Signal wires on met2:
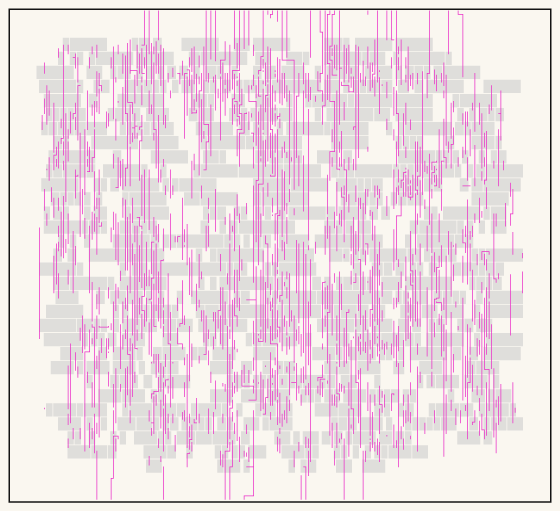
Signal wires on met3:
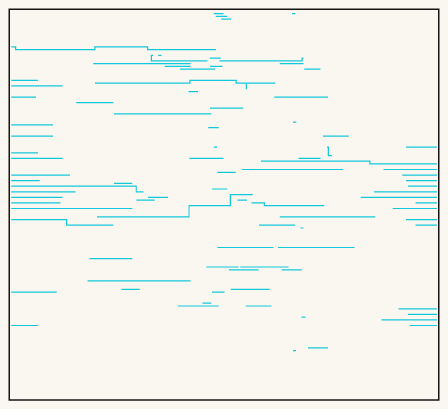
Track usage over the die:
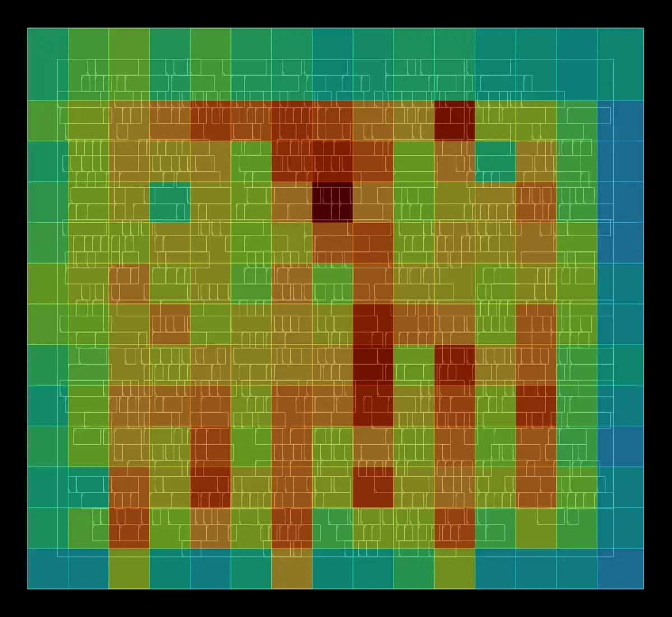
Signal wires on met4:
Scale bar: 20 um. Supply wires on this layer in gray.
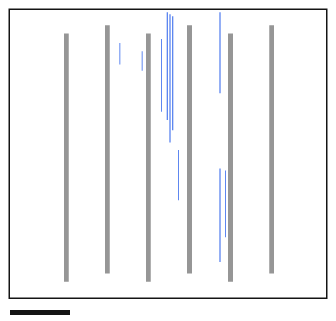
M1 wires:
Scale bar: 20 um. Supply wires on this layer in gray.
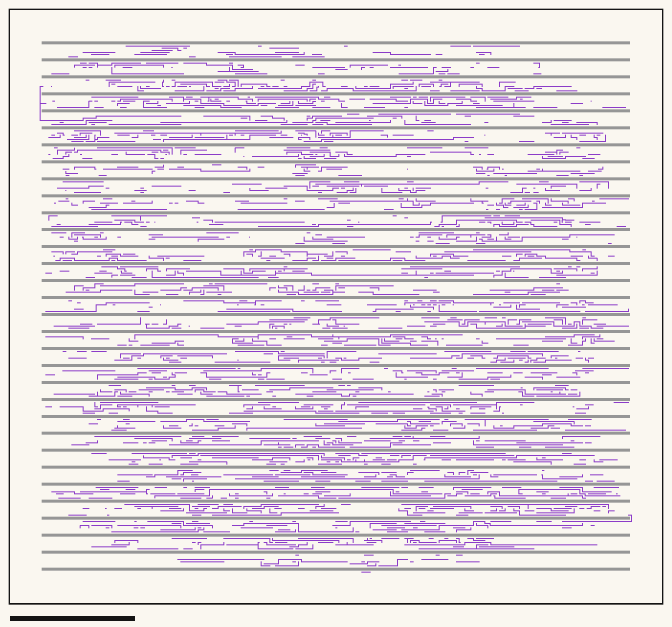
File: src/rtl/clkmon_pkg.sv
// Shared types for the clock monitor: FSM state encoding and fault codes.
package clkmon_pkg;

    typedef enum logic [2:0] {
        IDLE    = 3'd0,
        ACQUIRE = 3'd1,
        TRACK   = 3'd2,
        LOCKED  = 3'd3,
        FAULT   = 3'd4
    } state_t;

    localparam logic [1:0] FLT_NONE  = 2'b00;
    localparam logic [1:0] FLT_FAST  = 2'b01;
    localparam logic [1:0] FLT_SLOW  = 2'b10;
    localparam logic [1:0] FLT_STUCK = 2'b11;

endpackage

File: src/rtl/clkmon_sync.sv
// Two-flop synchroniser for the monitored clock followed by a registered
// edge detector; pulse is high for one clk cycle per mon_clk transition.
module clkmon_sync (
    input  logic clk,
    input  logic rst,
    input  logic din,
    output logic pulse
);

    logic meta_r;
    logic sync_r;

    // Synchronise din and flag any change of the synchronised level.
    always_ff @(posedge clk) begin
        if (rst) begin
            meta_r <= 1'b0;
            sync_r <= 1'b0;
            pulse  <= 1'b0;
        end else begin
            meta_r <= din;
            sync_r <= meta_r;
            pulse  <= meta_r ^ sync_r;
        end
    end

endmodule

File: src/rtl/clk_monitor.sv
// Generated-clock monitor: measures mon_clk half periods against clk, tracks lock
// and raises sticky faults. Define CLKMON_HIST_EN to add min_half/max_half outputs.
module clk_monitor
    import clkmon_pkg::*;
#(
    parameter int CNT_W      = 16,
    parameter int TOL        = 1,
    parameter int LOCK_CNT   = 4,
    parameter int STUCK_MULT = 4
) (
    input  logic             clk,
    input  logic             rst,
    input  logic             enable,
    input  logic             mon_clk,
    input  logic [CNT_W-1:0] exp_half,
    input  logic             fault_clr,
    output logic [CNT_W-1:0] half_period,
    output logic             meas_valid,
    output logic             locked,
    output logic             fault,
    output logic [1:0]       fault_code,
`ifdef CLKMON_HIST_EN
    output logic [CNT_W-1:0] min_half,
    output logic [CNT_W-1:0] max_half,
`endif
    output logic [31:0]      edge_count
);

    localparam int GW = $clog2(LOCK_CNT + 1);
    localparam int EW = CNT_W + 1;
    localparam int SW = CNT_W + $clog2(STUCK_MULT + 1);

    state_t           state_r;
    state_t           state_nxt_s;
    logic [CNT_W-1:0] cnt_r;
    logic [GW-1:0]    good_r;
    logic [GW-1:0]    good_nxt_s;
    logic [1:0]       code_nxt_s;
    logic             edge_s;
    logic             take_s;
    logic             fast_s;
    logic             slow_s;
    logic             stuck_s;
    logic [SW-1:0]    stuck_lim_s;

    clkmon_sync u_sync (
        .clk   (clk),
        .rst   (rst),
        .din   (mon_clk),
        .pulse (edge_s)
    );

    // Classification is done one bit wider so exp_half +/- TOL cannot wrap.
    assign fast_s      = ({1'b0, cnt_r} + EW'(TOL)) < {1'b0, exp_half};
    assign slow_s      = {1'b0, cnt_r} > ({1'b0, exp_half} + EW'(TOL));
    assign stuck_lim_s = SW'(STUCK_MULT) * SW'(exp_half);
    assign stuck_s     = SW'(cnt_r) >= stuck_lim_s;

    // Next-state, lock counter, fault code and measurement-accept decode.
    always_comb begin
        state_nxt_s = state_r;
        good_nxt_s  = good_r;
        code_nxt_s  = fault_code;
        take_s      = 1'b0;
        if (!enable) begin
            state_nxt_s = IDLE;
            good_nxt_s  = '0;
            code_nxt_s  = FLT_NONE;
        end else begin
            case (state_r)
                IDLE: begin
                    state_nxt_s = ACQUIRE;
                    good_nxt_s  = '0;
                    code_nxt_s  = FLT_NONE;
                end
                ACQUIRE: begin
                    good_nxt_s = '0;
                    if (edge_s) begin
                        state_nxt_s = TRACK;
                    end else begin
                        state_nxt_s = ACQUIRE;
                    end
                end
                TRACK, LOCKED: begin
                    if (stuck_s || (edge_s && (fast_s || slow_s))) begin
                        good_nxt_s = '0;
                        // A clear arriving with the violation wins and drops the sample.
                        if (fault_clr) begin
                            state_nxt_s = ACQUIRE;
                            code_nxt_s  = FLT_NONE;
                        end else begin
                            state_nxt_s = FAULT;
                            take_s      = edge_s;
                            if (stuck_s) begin
                                code_nxt_s = FLT_STUCK;
                            end else if (fast_s) begin
                                code_nxt_s = FLT_FAST;
                            end else begin
                                code_nxt_s = FLT_SLOW;
                            end
                        end
                    end else if (edge_s) begin
                        take_s = 1'b1;
                        if (state_r == TRACK && good_r == GW'(LOCK_CNT - 1)) begin
                            state_nxt_s = LOCKED;
                            good_nxt_s  = GW'(LOCK_CNT);
                        end else if (state_r == TRACK) begin
                            good_nxt_s = good_r + GW'(1);
                        end else begin
                            good_nxt_s = good_r;
                        end
                    end else begin
                        state_nxt_s = state_r;
                    end
                end
                FAULT: begin
                    if (fault_clr) begin
                        state_nxt_s = ACQUIRE;
                        good_nxt_s  = '0;
                        code_nxt_s  = FLT_NONE;
                    end else begin
                        take_s = edge_s;
                    end
                end
                default: begin
                    state_nxt_s = IDLE;
                    good_nxt_s  = '0;
                    code_nxt_s  = FLT_NONE;
                end
            endcase
        end
    end

    // State, counter and registered status outputs.
    always_ff @(posedge clk) begin
        if (rst) begin
            state_r     <= IDLE;
            good_r      <= '0;
            cnt_r       <= '0;
            half_period <= '0;
            meas_valid  <= 1'b0;
            locked      <= 1'b0;
            fault       <= 1'b0;
            fault_code  <= FLT_NONE;
            edge_count  <= 32'd0;
        end else begin
            state_r    <= state_nxt_s;
            good_r     <= good_nxt_s;
            fault_code <= code_nxt_s;
            locked     <= (state_nxt_s == LOCKED);
            fault      <= (state_nxt_s == FAULT);
            meas_valid <= take_s;
            if (edge_s && enable) begin
                edge_count <= edge_count + 32'd1;
            end
            if (!enable) begin
                cnt_r       <= '0;
                half_period <= '0;
            end else begin
                if (edge_s) begin
                    cnt_r <= CNT_W'(1);
                end else if (cnt_r != {CNT_W{1'b1}}) begin
                    cnt_r <= cnt_r + CNT_W'(1);
                end
                if (take_s) begin
                    half_period <= cnt_r;
                end
            end
        end
    end

`ifdef CLKMON_HIST_EN
    logic hist_vld_r;

    // Running min/max of accepted measurements since the last clear.
    always_ff @(posedge clk) begin
        if (rst || !enable || fault_clr) begin
            hist_vld_r <= 1'b0;
            min_half   <= '0;
            max_half   <= '0;
        end else if (take_s) begin
            hist_vld_r <= 1'b1;
            if (!hist_vld_r || cnt_r < min_half) begin
                min_half <= cnt_r;
            end
            if (!hist_vld_r || cnt_r > max_half) begin
                max_half <= cnt_r;
            end
        end
    end
`endif

endmodule

File: config.mk
export PLATFORM = sky130hd
export DESIGN_NAME = clk_monitor
export DESIGN_NICKNAME = d
export VERILOG_FILES = /design/src/rtl/clkmon_pkg.sv /design/src/rtl/clkmon_sync.sv /design/src/rtl/clk_monitor.sv
export SDC_FILE = /design/constraint.sdc
export NUM_CORES = 1
export LEC_CHECK = 0
export ABC_AREA = 1
export CORE_ASPECT_RATIO = 0.9
export CORE_MARGIN = 5
export CORE_UTILIZATION = 64
export CTS_BUF_LIST = sky130_fd_sc_hd__clkbuf_16
export DETAILED_ROUTE_END_ITERATION = 12
export DONT_BUFFER_PORTS = 1
export PLACE_DENSITY_LB_ADDON = 0.1
export SYNTH_ARGS = -nofsm -noshare
export SYNTH_HDL_FRONTEND = slang
export SYNTH_SLANG_ARGS = --single-unit
File: constraint.sdc
create_clock -name clk -period 4.3 [get_ports clk]
set_clock_uncertainty 0.05 [all_clocks]
set_input_delay 0.86 -clock clk [delete_from_list [all_inputs] [get_ports clk]]
set_output_delay 0.86 -clock clk [all_outputs]
set_load 0.005 [all_outputs]
==> results.txt <==
multi-input logic cell count - 526
length of routed met3 wiring - 959 um
portion of the layout cell area used by non-clock buffers - 0.137%
height of the die - 95.0 um
sink count of the clock tree - 78
most used cell, CP - sky130_fd_sc_hd__nand2_1
simple-gate share of the synthesized area - 30.1%
clock slew at the register clock pins of the worst setup and hold paths - 0.06 ns
yosys xor share - 6.64%
detailed-route wire length on metal 1 - 5560 um
count leader, synth - sky130_fd_sc_hd__nand2_1
power density normalized to cell area - 293 nW/um^2
post-route antenna net violation count - 0
Layout Cells excl Fill - 823
post-layout period usage of the worst path - 88.7%
number of iterations in the first detailed-routing pass - 9
synthesis-stage register bit count - 78
Non-CTS buffers - 1
most frequent cells in the layout - 118 x sky130_fd_sc_hd__nand2_1, 101 x sky130_fd_sc_hd__nor2_1, 89 x sky130_fd_sc_hd__inv_1, 78 x sky130_fd_sc_hd__dfxtp_1, 58 x sky130_fd_sc_hd__a21oi_1
Crit. Startpoint - exp_half[1]
number of max-capacitance violations reported - 0
register name with the most flops - edge_count
chip area - 9930 um^2
Period minus WS final - 3.82 ns
number of core rows - 31
Init Core Util - 64.7%
Syn Std Cell Area - 5140 um^2
commonest non-fill, non-tap cell in the layout - sky130_fd_sc_hd__nand2_1
number of flip-flops and latches - 78
Tapcells - 99
# Cells Yosys - 721
CP startpoint kind - primary input
Max transition margin - 64.6%
leading cell category by total area - logic gates
routing layer with the top usage in global route - met2
number of flip-flops in the largest register - 32
horizontal extent of the die - 104 um
violation count after the first detailed-routing iteration - 276
ratio of cells with drive above 1 in the final layout - 8.56%
proportion of synthesized area in mux cells - 0%
H-tree Lvls - 3
number of enable-type register cells in the synthesized netlist - 0
Crit path arrival time - 3.99 ns
AND-OR/OR-AND Cells, Area Fraction - 11.0%
top cell type's share of synthesized area - 30.4%
combined area of the multi-input logic cells - 3110 um^2
mean instance size in the synthesized netlist - 7.13 um^2
Stages on worst setup path - 25
Root Driver - sky130_fd_sc_hd__clkbuf_16
result of the run - finished clean
relative area change from synthesis to final layout - 6.84%
cell area after layout - 5490 um^2
detail-routed via count per cell - 5.58
n_diodes - 0
worst hold-check path type - flop to flop
largest registers ranked by flip-flop count - edge_count: 32 flops, cnt_r: 16 flops, half_period: 16 flops
most common flop cell mapped by yosys - sky130_fd_sc_hd__dfxtp_1
chip area line of the yosys report - 5140 um^2
FF/Latch Area - 1560 um^2
total clock buffers created by CTS - 9
Critical Path Sink Type - flop
placer congestion estimate - 0.928
worst path bufs/invs - 3
Dominant comb cell - simple AND/OR/NAND/NOR gates
Hold Path Cell Cnt - 2
postcts setup bufs - 0
final worst hold slack - 0.382 ns
number of warning messages in the yosys log - 0
slack of the worst reg-to-reg path - 0.66 ns
pin count of the biggest net entering global routing - 38
number of global-route vias before repair - 4215
CTS tree - built
proportion of synthesized chip area in sequential cells - 30.4%
clock latency on the worst-skew pair - 0.33 ns
number of filler cells placed in the layout - 692
leakage power total - 2.45 nW
remaining design rule violation count - 0
number of nets in the finished design - 792
number of buffers inserted by hold repair at cts - 0
Post-Place Cell Area - 5190 um^2
Core Box Area - 7950 um^2
synthesized netlist net count - 794
-- 'signal wires on met2' (at the start) --
The longest straight run is 26.5 um. The layer holds 44% of the routed length. The wires run mostly vertical.
met2 routing resource usage after global routing: 38.8%
via total after detailed routing: 4592
wirelength, routed: 12100 um

-- 'signal wires on met3' (at the start) --
71 nets have wire on it. The layer holds 7.9% of the routed length. The wires run mostly horizontal. The layer carries 960 um of wire. The longest straight run is 30.4 um.

-- 'track usage over the die' (at the start) --
total global routing track utilization: 24.3%
met1 track utilization from global routing: 32.2%
met3 routing resource usage after global routing: 7.85%
average routed wire per standard cell: 14.7 um
final core area utilization: 69.1%

-- 'signal wires on met4' (at the start) --
10 nets have wire on it. The layer carries 247 um of wire. The layer holds 2.0% of the routed length. The longest straight run is 42.2 um.

-- 'M1 wires' (at the start) --
The longest straight run is 39.1 um. 749 nets have wire on it. The layer holds 46% of the routed length.

==> power by group <==
part / leakage (nW) / total [mW] / switching, mW / internal (mW)
clock: 0.157 / 0.777 / 0.278 / 0.499
sequential: 0.629 / 0.734 / 0.00596 / 0.728
combinational: 1.66 / 0.0969 / 0.0630 / 0.0338
total: 2.45 / 1.61 / 0.347 / 1.26
==> worst reg2reg max path, delay by kind of cell, from the launching register on <==
| kind | cells | cell delay (ns) |
|---|---|---|
| buffers and inverters | 3 | 0.21 |
| and+or+nand+nor | 15 | 1.90 |
| adders and majority gates | 1 | 0.28 |
| DFF | 1 | 0.40 |
| AOI/OAI and AO/OA | 2 | 0.44 |
| xor gates and xnor gates | 1 | 0.23 |
Power and IR drop assume default switching activity.
